run_1/metal_density.png
The bar under the picture is 20 µm long. 10 x 10 tiles, from dark purple (low) to yellow (high), scaled to the fullest tile. Values are wire area over tile area, all layers added.
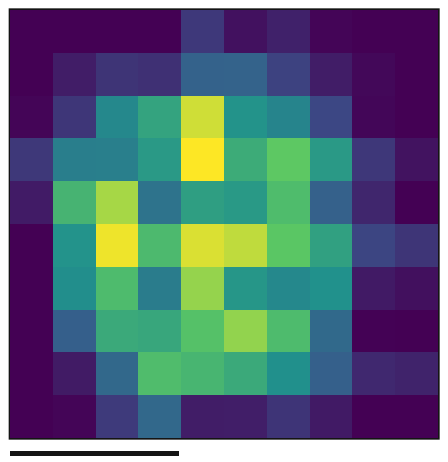
run_1/sizes.png
The bar under the picture is 20 µm long.
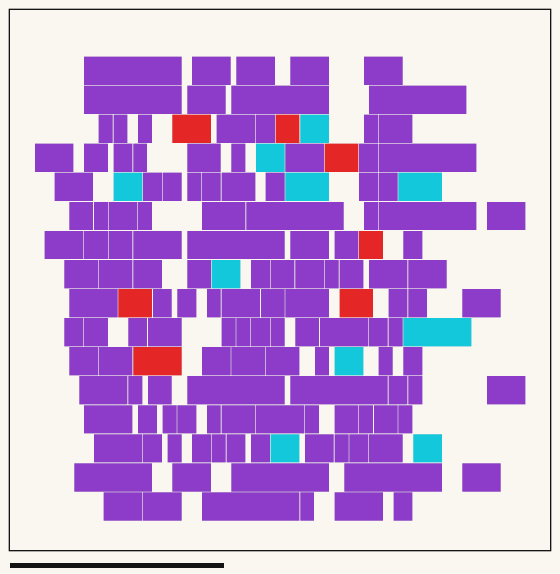
run_1/placement.png
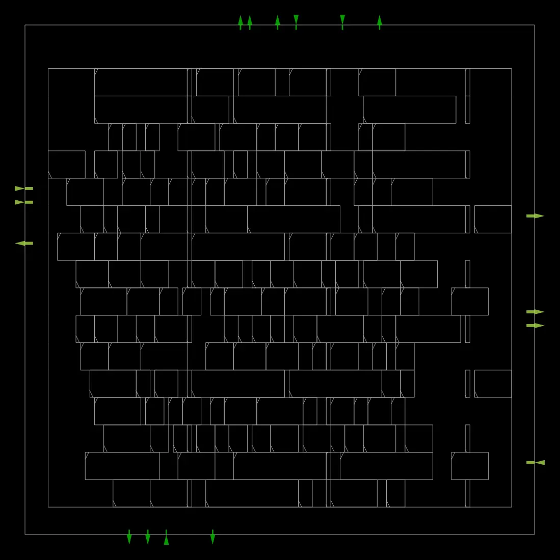
run_1/clk_routes.png
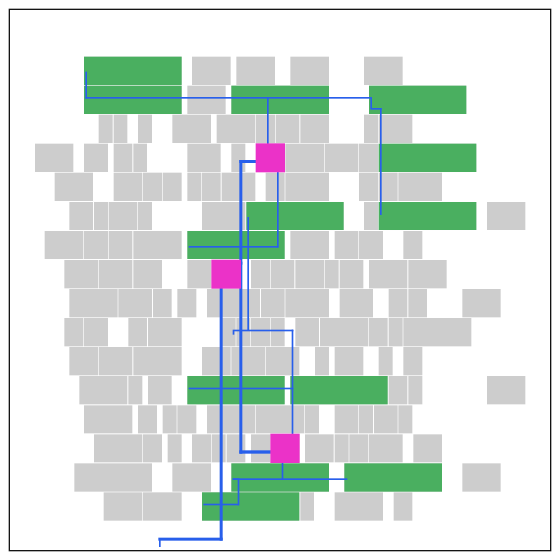
[src/rtl/vending_machine_param.sv]
`default_nettype none
// ============================================================================
// Module   : vending_machine_param
// Purpose  : Parametrised coin vending controller with unit-by-unit change
//            return through a request/acknowledge handshake to the hopper.
// Revision : 1.0 - initial release
// ============================================================================
module vending_machine_param #(
    parameter int PRICE     = 15,
    parameter int COIN1_VAL = 5,
    parameter int COIN2_VAL = 10,
    parameter int COIN3_VAL = 25,
    parameter int CHG_UNIT  = 5,
    parameter int CREDIT_W  = 6
) (
    input  logic                clk,
    input  logic                rst,
    input  logic [1:0]          coin,
    input  logic                cancel,
    input  logic                chg_ack,
    output logic                Z,
    output logic                change_given,
    output logic                chg_req,
    output logic                coin_reject,
    output logic                busy,
    output logic [CREDIT_W-1:0] credit
);

    typedef enum logic [1:0] {
        S_IDLE    = 2'd0,
        S_COLLECT = 2'd1,
        S_VEND    = 2'd2,
        S_CHANGE  = 2'd3
    } state_t;

    localparam logic [CREDIT_W-1:0] C_PRICE = CREDIT_W'(PRICE);
    localparam logic [CREDIT_W-1:0] C_COIN1 = CREDIT_W'(COIN1_VAL);
    localparam logic [CREDIT_W-1:0] C_COIN2 = CREDIT_W'(COIN2_VAL);
    localparam logic [CREDIT_W-1:0] C_COIN3 = CREDIT_W'(COIN3_VAL);
    localparam logic [CREDIT_W-1:0] C_UNIT  = CREDIT_W'(CHG_UNIT);

    state_t              state_q;
    logic [CREDIT_W-1:0] credit_q;
    logic                z_q;
    logic                change_given_q;
    logic                chg_req_q;
    logic                coin_reject_q;
    logic                busy_q;

    logic [CREDIT_W-1:0] w_coin_val;
    logic [CREDIT_W-1:0] w_sum;
    logic                w_coin_present;

    always_comb begin
        w_coin_val = '0;
        case (coin)
            2'b01:   w_coin_val = C_COIN1;
            2'b10:   w_coin_val = C_COIN2;
            2'b11:   w_coin_val = C_COIN3;
            default: w_coin_val = '0;
        endcase
    end

    assign w_sum          = credit_q + w_coin_val;
    assign w_coin_present = (coin != 2'b00);

    always_ff @(posedge clk or negedge rst) begin
        if (!rst) begin
            state_q        <= S_IDLE;
            credit_q       <= '0;
            z_q            <= 1'b0;
            change_given_q <= 1'b0;
            chg_req_q      <= 1'b0;
            coin_reject_q  <= 1'b0;
            busy_q         <= 1'b0;
        end else begin
            z_q            <= 1'b0;
            change_given_q <= 1'b0;
            // A coin is refused while busy, or when it coincides with cancel
            coin_reject_q  <= w_coin_present &&
                              (cancel || state_q == S_VEND || state_q == S_CHANGE);
            case (state_q)
                S_IDLE, S_COLLECT: begin
                    if (cancel && state_q == S_COLLECT) begin
                        state_q   <= S_CHANGE;
                        chg_req_q <= 1'b1;
                        busy_q    <= 1'b1;
                    end else if (w_coin_present && !cancel) begin
                        credit_q <= w_sum;
                        if (w_sum >= C_PRICE) begin
                            state_q <= S_VEND;
                            z_q     <= 1'b1;
                            busy_q  <= 1'b1;
                        end else begin
                            state_q <= S_COLLECT;
                        end
                    end
                end
                S_VEND: begin
                    credit_q <= credit_q - C_PRICE;
                    if (credit_q != C_PRICE) begin
                        state_q   <= S_CHANGE;
                        chg_req_q <= 1'b1;
                    end else begin
                        state_q <= S_IDLE;
                        busy_q  <= 1'b0;
                    end
                end
                S_CHANGE: begin
                    if (chg_ack) begin
                        credit_q <= credit_q - C_UNIT;
                        if (credit_q == C_UNIT) begin
                            state_q        <= S_IDLE;
                            chg_req_q      <= 1'b0;
                            busy_q         <= 1'b0;
                            change_given_q <= 1'b1;
                        end
                    end
                end
                default: begin
                    state_q <= S_IDLE;
                end
            endcase
        end
    end

    assign Z            = z_q;
    assign change_given = change_given_q;
    assign chg_req      = chg_req_q;
    assign coin_reject  = coin_reject_q;
    assign busy         = busy_q;
    assign credit       = credit_q;

endmodule
`default_nettype wire

[config.mk]
export PLATFORM = sky130hd
export DESIGN_NAME = vending_machine_param
export DESIGN_NICKNAME = d
export VERILOG_FILES = /design/src/rtl/vending_machine_param.sv
export SDC_FILE = /design/constraint.sdc
export NUM_CORES = 1
export LEC_CHECK = 0
export CAP_MARGIN = 20
export CORE_MARGIN = 2
export CORE_UTILIZATION = 54
export CTS_CLUSTER_SIZE = 14
export DETAILED_ROUTE_END_ITERATION = 8
export HOLD_SLACK_MARGIN = 0.02
export PLACE_DENSITY = 0.87
export SYNTH_ARGS = -nofsm -noshare
export SYNTH_HDL_FRONTEND = slang
export SYNTH_SLANG_ARGS = --single-unit
export TNS_END_PERCENT = 30
[constraint.sdc]
create_clock -name clk -period 2.7 [get_ports clk]
set_input_delay 0.27 -clock clk [delete_from_list [all_inputs] [get_ports clk]]
set_output_delay 0.27 -clock clk [all_outputs]
set_load 0.05 [all_outputs]
==> reports/README.md, run 1 <==
| Parameter | Value | Unit |
|---|---|---|
| Final Setup Violations | 0 | - |
| Non-clock buffer share | 0.141 | - |
| Chip area in the Yosys report | 0.00117 | mm² |
| Number of I/O pins | 17 | - |
| Die area | 0.00256 | mm² |
| Largest incremental delay on the critical path | 0.54 | ns |
| Endpoint class of the critical path | register | - |
| Residual DRC | 0 | - |
| Slew of the pin with the lowest slew margin | 0.733 | ns |
| Synthesized netlist cell count | 135 | - |
| Initial Utilization | 0.585 | - |
| Switching fraction of total power | 0.539 | - |
| Post-synth top cells | sky130_fd_sc_hd__o21ai_0 (16), sky130_fd_sc_hd__dfrtp_1 (13), sky130_fd_sc_hd__nor2_1 (11) | - |
| Pwr dens | 1270 | mW/mm² |
| Floorplan net count | 150 | - |
| Ordered cell list for the critical path | clkdlybuf4s50_1 -> and2_1 -> ha_1 -> nor2b_1 -> a221oi_1 -> nand3_1 -> a211oi_2 -> a221oi_1 | - |
| Simple-gate area share of the yosys netlist | 0.191 | - |
| Max-Cap Viols | 0 | - |
| CTS tree | yes | - |
| Fraction of layout instances using a drive strength above 1 | 0.113 | - |
| Tool warnings | 28 | - |
| Critical path startpoint | coin[0] | - |
| Critical register-to-register path endpoint | state_q[1]$_DFFE_PN0P_ | - |
| Maximum buffer depth of the clock tree | 2 | - |
| Tally of yosys warning messages | 0 | - |
| Period minus WS final | 2.44 | ns |
| Number of buffers outside the clock class in the layout | 20 | - |
| Most numerous cell on the critical path | sky130_fd_sc_hd__a221oi_1 | - |
| CP Max Fanout | 8 | - |
| Floorplan row count | 16 | - |
| Max-slew violation count | 0 | - |
| Timing endpoint of the critical path | state_q[1]$_DFFE_PN0P_ | - |
| Share of the clock period used by the worst path after layout | 0.905 | - |
| CP Buf/Inv Count | 1 | - |
| R2R cell count | 7 | - |
| Antenna violations before repair | 0 | - |
| Hpwl dp | 1980 | µm |
| Max-area cell class | logic gates | - |
| Final Hold Violating Endpoints | 0 | - |
| Logic share of the area | 0.551 | - |
| Compound-gate portion of the synthesized area | 0.278 | - |
| H-tree levels | 1 | - |
| Die W | 50.6 | µm |
| Post-layout nets | 167 | - |
| Via count of the first global-routing pass | 995 | - |
| Largest power group | combinational logic | - |
| Syn avg cell area | 8.67 | µm² |
| Count of flip-flops with a built-in enable after synthesis | 0 | - |
| Mean number of vias per cell | 6.17 | - |
| Inverter count of the layout excluding clock inverters | 8 | - |
| Most frequent cell after synthesis | sky130_fd_sc_hd__o21ai_0 | - |
| Drt pass-1 iters | 4 | - |
| Final setup slack of the worst path | 0.258 | ns |
| Registers, synthesis | 13 | - |
| Clock-pin slew of the registers on the worst-case setup and hold paths | 0.08 | ns |
| Leakage power | 0.595 | nW |
| Final TNS setup | 0 | ns |
| Top logic family | AND-OR/OR-AND gates | - |
| Combinational group power | 1.15 | mW |
| Layout overhead on the synthesized area | 15.2 | % |
| Most area-hungry cell type in the Yosys netlist | sky130_fd_sc_hd__dfrtp_1 | - |
| Crit path DRT | 2.83 | ns |
| Setup repair after global routing missed its margin | false | - |
| WS Path Type | input port to register | - |
| Top-area cell type share of the netlist area | 0.278 | - |
| Clock Sinks | 13 | - |
| Post-cts resize count | 0 | - |
| Clock tree root buffer cell | sky130_fd_sc_hd__clkbuf_4 | - |
| Sequential cell fraction of total power | 0.257 | - |
| Antenna diode instance count | 0 | - |
| Tap cell count | 27 | - |
| Slew margin rel. | 0.511 | - |
| Relative contribution of combinational cells to total power | 0.672 | - |
| Hold-fix buffers at CTS | 0 | - |
| Run status | finished clean | - |
| Sequential Area | 325 | µm² |
| Synth Area in XOR/XNOR | 0.0374 | - |
| Final weighted congestion in routability-driven placement | 0.831 | - |
| Number of design-rule violations left by the first detailed-router iteration | 62 | - |
| Proportion of synthesized chip area in sequential cells | 0.278 | - |
| Remaining antenna violation count after routing | 0 | - |
| Largest net degree at the start of global routing | 22 | - |
## Picture notes: metal_density.png
tiles over half the peak = 31%
densest ninth of the die = middle
emptiest ninth of the die = top right
nearly empty tiles = 23%
mean over tiles = 0.17
total detailed-routing wirelength: 2660 µm
total vias in the final route: 1,099
average wire length per cell after detail routing: 14.9 µm
global-route usage over all layers: 0.238

## Picture notes: sizes.png
_0 and _1 cells -> purple  # cells 134
_3 and _4 cells -> cyan  # cells 10, most used buf_4
_2 cells -> red  # cells 7, most used or2_2

## Picture notes: placement.png
count of fill cells added during filler insertion: 166
final cell count without fillers: 178
Final Core Density: 0.674
flip-flops: 13
sequential portion of the cell area: 0.241

## Picture notes: clk_routes.png
clock drivers -> magenta  # count 3
flip-flops -> green  # count 13
clock wires -> blue  # length 190 µm
routed clock nets = 4
largest clock skew in the final design: 0.00125 ns
clock latency on the worst-skew pair: 0.28 ns
Clk network pwr share: 0.071
clk pwr: 0.122 mW

-- run 1: registers in the layout, summed over array words and instances, names as in the netlist --
signal        flops
Z                 1
busy              1
change_given      1
chg_req           1
coin_reject       1
credit            6
state_q           2
-- run 1: layer usage --
layer	track usage	vias to the layer above	wire, µm
met5	0	-	0
met4	0.140	0	109
met3	0.00893	11	187
met2	0.357	65	1190
met1	0.340	495	1170
li1	-	528	-
-- run 1: cell usage in the layout, fill, tap and decap left out, drive strengths merged, types with 2 or more instances in the layout --
| master | netlist | routed |
|---|---|---|
| ha | 8 | 8 |
| dfrtp | 13 | 13 |
| nor2 | 11 | 11 |
| or2 | 2 | 2 |
| clkbuf | 5 | 4 |
| xor2 | 3 | 3 |
| a221oi | 3 | 3 |
| nand3 | 2 | 2 |
| a211o | 2 | 2 |
| mux2i | 3 | 3 |
| a31oi | 2 | 2 |
| a21oi | 10 | 10 |
| inv | 8 | 8 |
| a211oi | 5 | 5 |
| nor3 | 2 | 2 |
| nand2 | 9 | 9 |
| a21o | 2 | 2 |
| and3 | 2 | 2 |
| nor2b | 5 | 5 |
| xnor2 | 2 | 2 |
| buf | 3 | 4 |
| a222oi | 2 | 2 |
| or3 | 2 | 2 |
| clkdlybuf4s50 | 0 | 16 |
| o22ai | 3 | 3 |
| o21ai | 16 | 16 |
-- run 1: through the flow --
stage / hold WS, ns / cells / power, mW / utilization
after floorplan: -0.0256 / 135 / 1.31 / -
after global placement: 0.523 / 174 / 1.53 / 0.661
after detailed placement: 0.534 / 174 / 1.58 / 0.661
after CTS: 0.380 / 178 / 1.70 / 0.674
after global routing: 0.422 / 178 / 1.86 / 0.674
final: 0.373 / 178 / 1.71 / 0.674
==> run 2, diff against run 1 <==
- SETUP_SLACK_MARGIN: unset -> 0.4
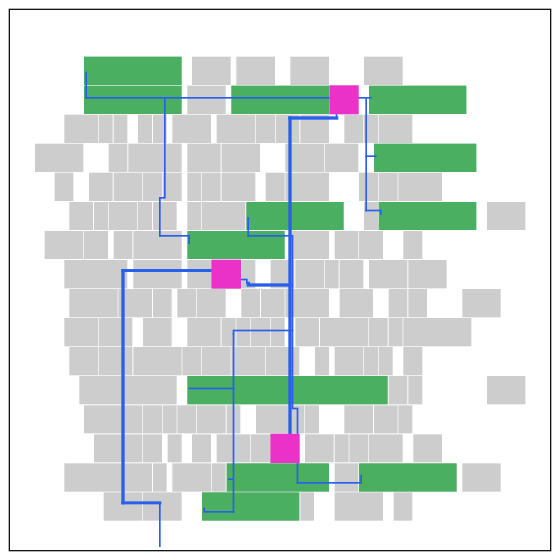
run_2/clk_routes.png
clock wires -> blue  # length 210 µm
clock drivers -> magenta  # count 3
flip-flops -> green  # count 13
routed clock nets = 4
Clk network pwr share: 0.067
clk pwr: 0.127 mW

==> run 2 against run 1 <==
Against the previous run: first-iteration DRC count is 37% higher; critical path depth fell by 4; sequential power increased by 2%; via count rose by 4.7%; wire length increased by 17%; critical path type is now register to register; flip-flop count unchanged; largest power group unchanged; highest routed layer unchanged; hold slack worse by 0.035 ns.
==> reports/README.md, run 2 <==
| Parameter | Value | Unit |
|---|---|---|
| Tap cell count | 27 | - |
| Number of design-rule violations left by the first detailed-router iteration | 85 | - |
| Mean number of vias per cell | 6.32 | - |
| Antenna violations before repair | 0 | - |
| Initial Utilization | 0.585 | - |
| Top-area cell type share of the netlist area | 0.278 | - |
| Endpoint class of the critical path | register | - |
| Run status | finished clean | - |
| Via count of the first global-routing pass | 1,004 | - |
| Largest clock skew in the final design | 0.00601 | ns |
| Most frequent cell after synthesis | sky130_fd_sc_hd__o21ai_0 | - |
| Hpwl dp | 1980 | µm |
| Residual DRC | 0 | - |
| Ordered cell list for the critical path | nand2_1 -> o22ai_1 -> o21ai_0 -> o21ai_0 | - |
| Most area-hungry cell type in the Yosys netlist | sky130_fd_sc_hd__dfrtp_1 | - |
| Largest incremental delay on the critical path | 0.79 | ns |
| Global-route usage over all layers | 0.257 | - |
| Post-cts resize count | 8 | - |
| Syn avg cell area | 8.67 | µm² |
| Sequential Area | 329 | µm² |
| Clock Sinks | 13 | - |
| Maximum buffer depth of the clock tree | 2 | - |
| Share of the clock period used by the worst path after layout | 0.863 | - |
| Largest net degree at the start of global routing | 22 | - |
| Clock-pin slew of the registers on the worst-case setup and hold paths | 0.08 | ns |
| Tally of yosys warning messages | 0 | - |
| Final setup slack of the worst path | 0.370 | ns |
| Final weighted congestion in routability-driven placement | 0.831 | - |
| Average wire length per cell after detail routing | 17.0 | µm |
| Leakage power | 0.631 | nW |
| Setup repair after global routing missed its margin | false | - |
| Remaining antenna violation count after routing | 0 | - |
| Period minus WS final | 2.33 | ns |
| Post-layout nets | 171 | - |
| Number of I/O pins | 17 | - |
| Most numerous cell on the critical path | sky130_fd_sc_hd__o21ai_0 | - |
| Clock tree root buffer cell | sky130_fd_sc_hd__clkbuf_4 | - |
| Inverter count of the layout excluding clock inverters | 8 | - |
| Hold-fix buffers at CTS | 0 | - |
| Tool warnings | 28 | - |
| WS Path Type | register to register | - |
| Antenna diode instance count | 0 | - |
| Synthesized netlist cell count | 135 | - |
| Count of flip-flops with a built-in enable after synthesis | 0 | - |
| Leading cell type in the layout, fill and taps excluded | sky130_fd_sc_hd__o21ai_0 | - |
| H-tree levels | 1 | - |
| Final Setup Violations | 0 | - |
| Compound-gate portion of the synthesized area | 0.278 | - |
| Layout overhead on the synthesized area | 21.6 | % |
| Clock latency on the worst-skew pair | 0.29 | ns |
| Number of flip-flops in the largest register | 6 | - |
| Floorplan row count | 16 | - |
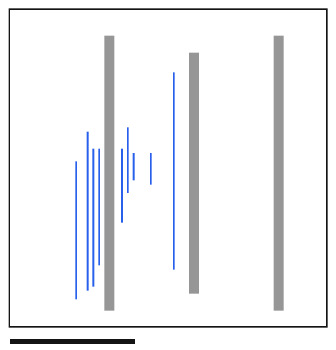
run_2/layer_met4.png
The bar under the picture is 20 µm long. Supply wires on this layer in grey.
wire length on this layer = 149 µm
main direction = vertical
total detailed-routing wirelength: 3100 µm
total vias in the final route: 1,151

## run 2: cell types whose count changed in the layout (fill, tap and decap cells not counted), sizes merged
| cell | before | now |
|---|---|---|
| dlymetal6s2s | 0 | 1 |
| buf | 4 | 8 |
| clkdlybuf4s50 | 16 | 14 |
| clkbuf | 4 | 5 |
## run 2: metrics by stage
stage / instance area (µm²) / instances
final: 1420 / 182
after global routing: 1420 / 182
after CTS: 1390 / 179
after detailed placement: 1320 / 174
after global placement: 1320 / 174
after floorplan: 1170 / 135
## run 2: worst paths after layout
check	start	endpoint	slack, ns	depth (start not counted)
worst min-delay path	coin[0]	coin_reject$_DFF_PN0_	0.34	3
worst max register to register	state_q[1]$_DFFE_PN0P_	credit[3]$_DFFE_PN0P_	0.37	4
worst max-delay path	state_q[1]$_DFFE_PN0P_	credit[3]$_DFFE_PN0P_	0.37	4
min in group asynchronous	rst	credit[2]$_DFFE_PN0P_	0.36	1
worst min register to register	chg_req$_DFFE_PN0P_	chg_req$_DFFE_PN0P_	0.56	2
max in group asynchronous	rst	credit[4]$_DFFE_PN0P_	1.90	1
## run 2: report_power, final
part / total [mW] / internal, mW / switching (mW)
Sequential: 0.447 / 0.273 / 0.174
Clock: 0.127 / 0.0575 / 0.0694
Combinational: 1.32 / 0.547 / 0.768
## run 2: worst max-delay path: cells and delay by family, from the launching register on
kind	cells	cell delay, ns
and+or+nand+nor	1	0.23
AOI/OAI and AO/OA	3	1.20
DFF	1	0.79
## run 2: routing by layer
metal | vias up | track usage | wire (µm) | share of wire
met5 | - | 0 | 0 | 0
met4 | 0 | 0.162 | 148 | 0.048
met3 | 19 | 0.0327 | 254 | 0.082
met2 | 89 | 0.384 | 1420 | 0.46
met1 | 509 | 0.350 | 1280 | 0.41
li1 | 534 | - | - | -
Power is estimated from default activity; no workload was simulated.
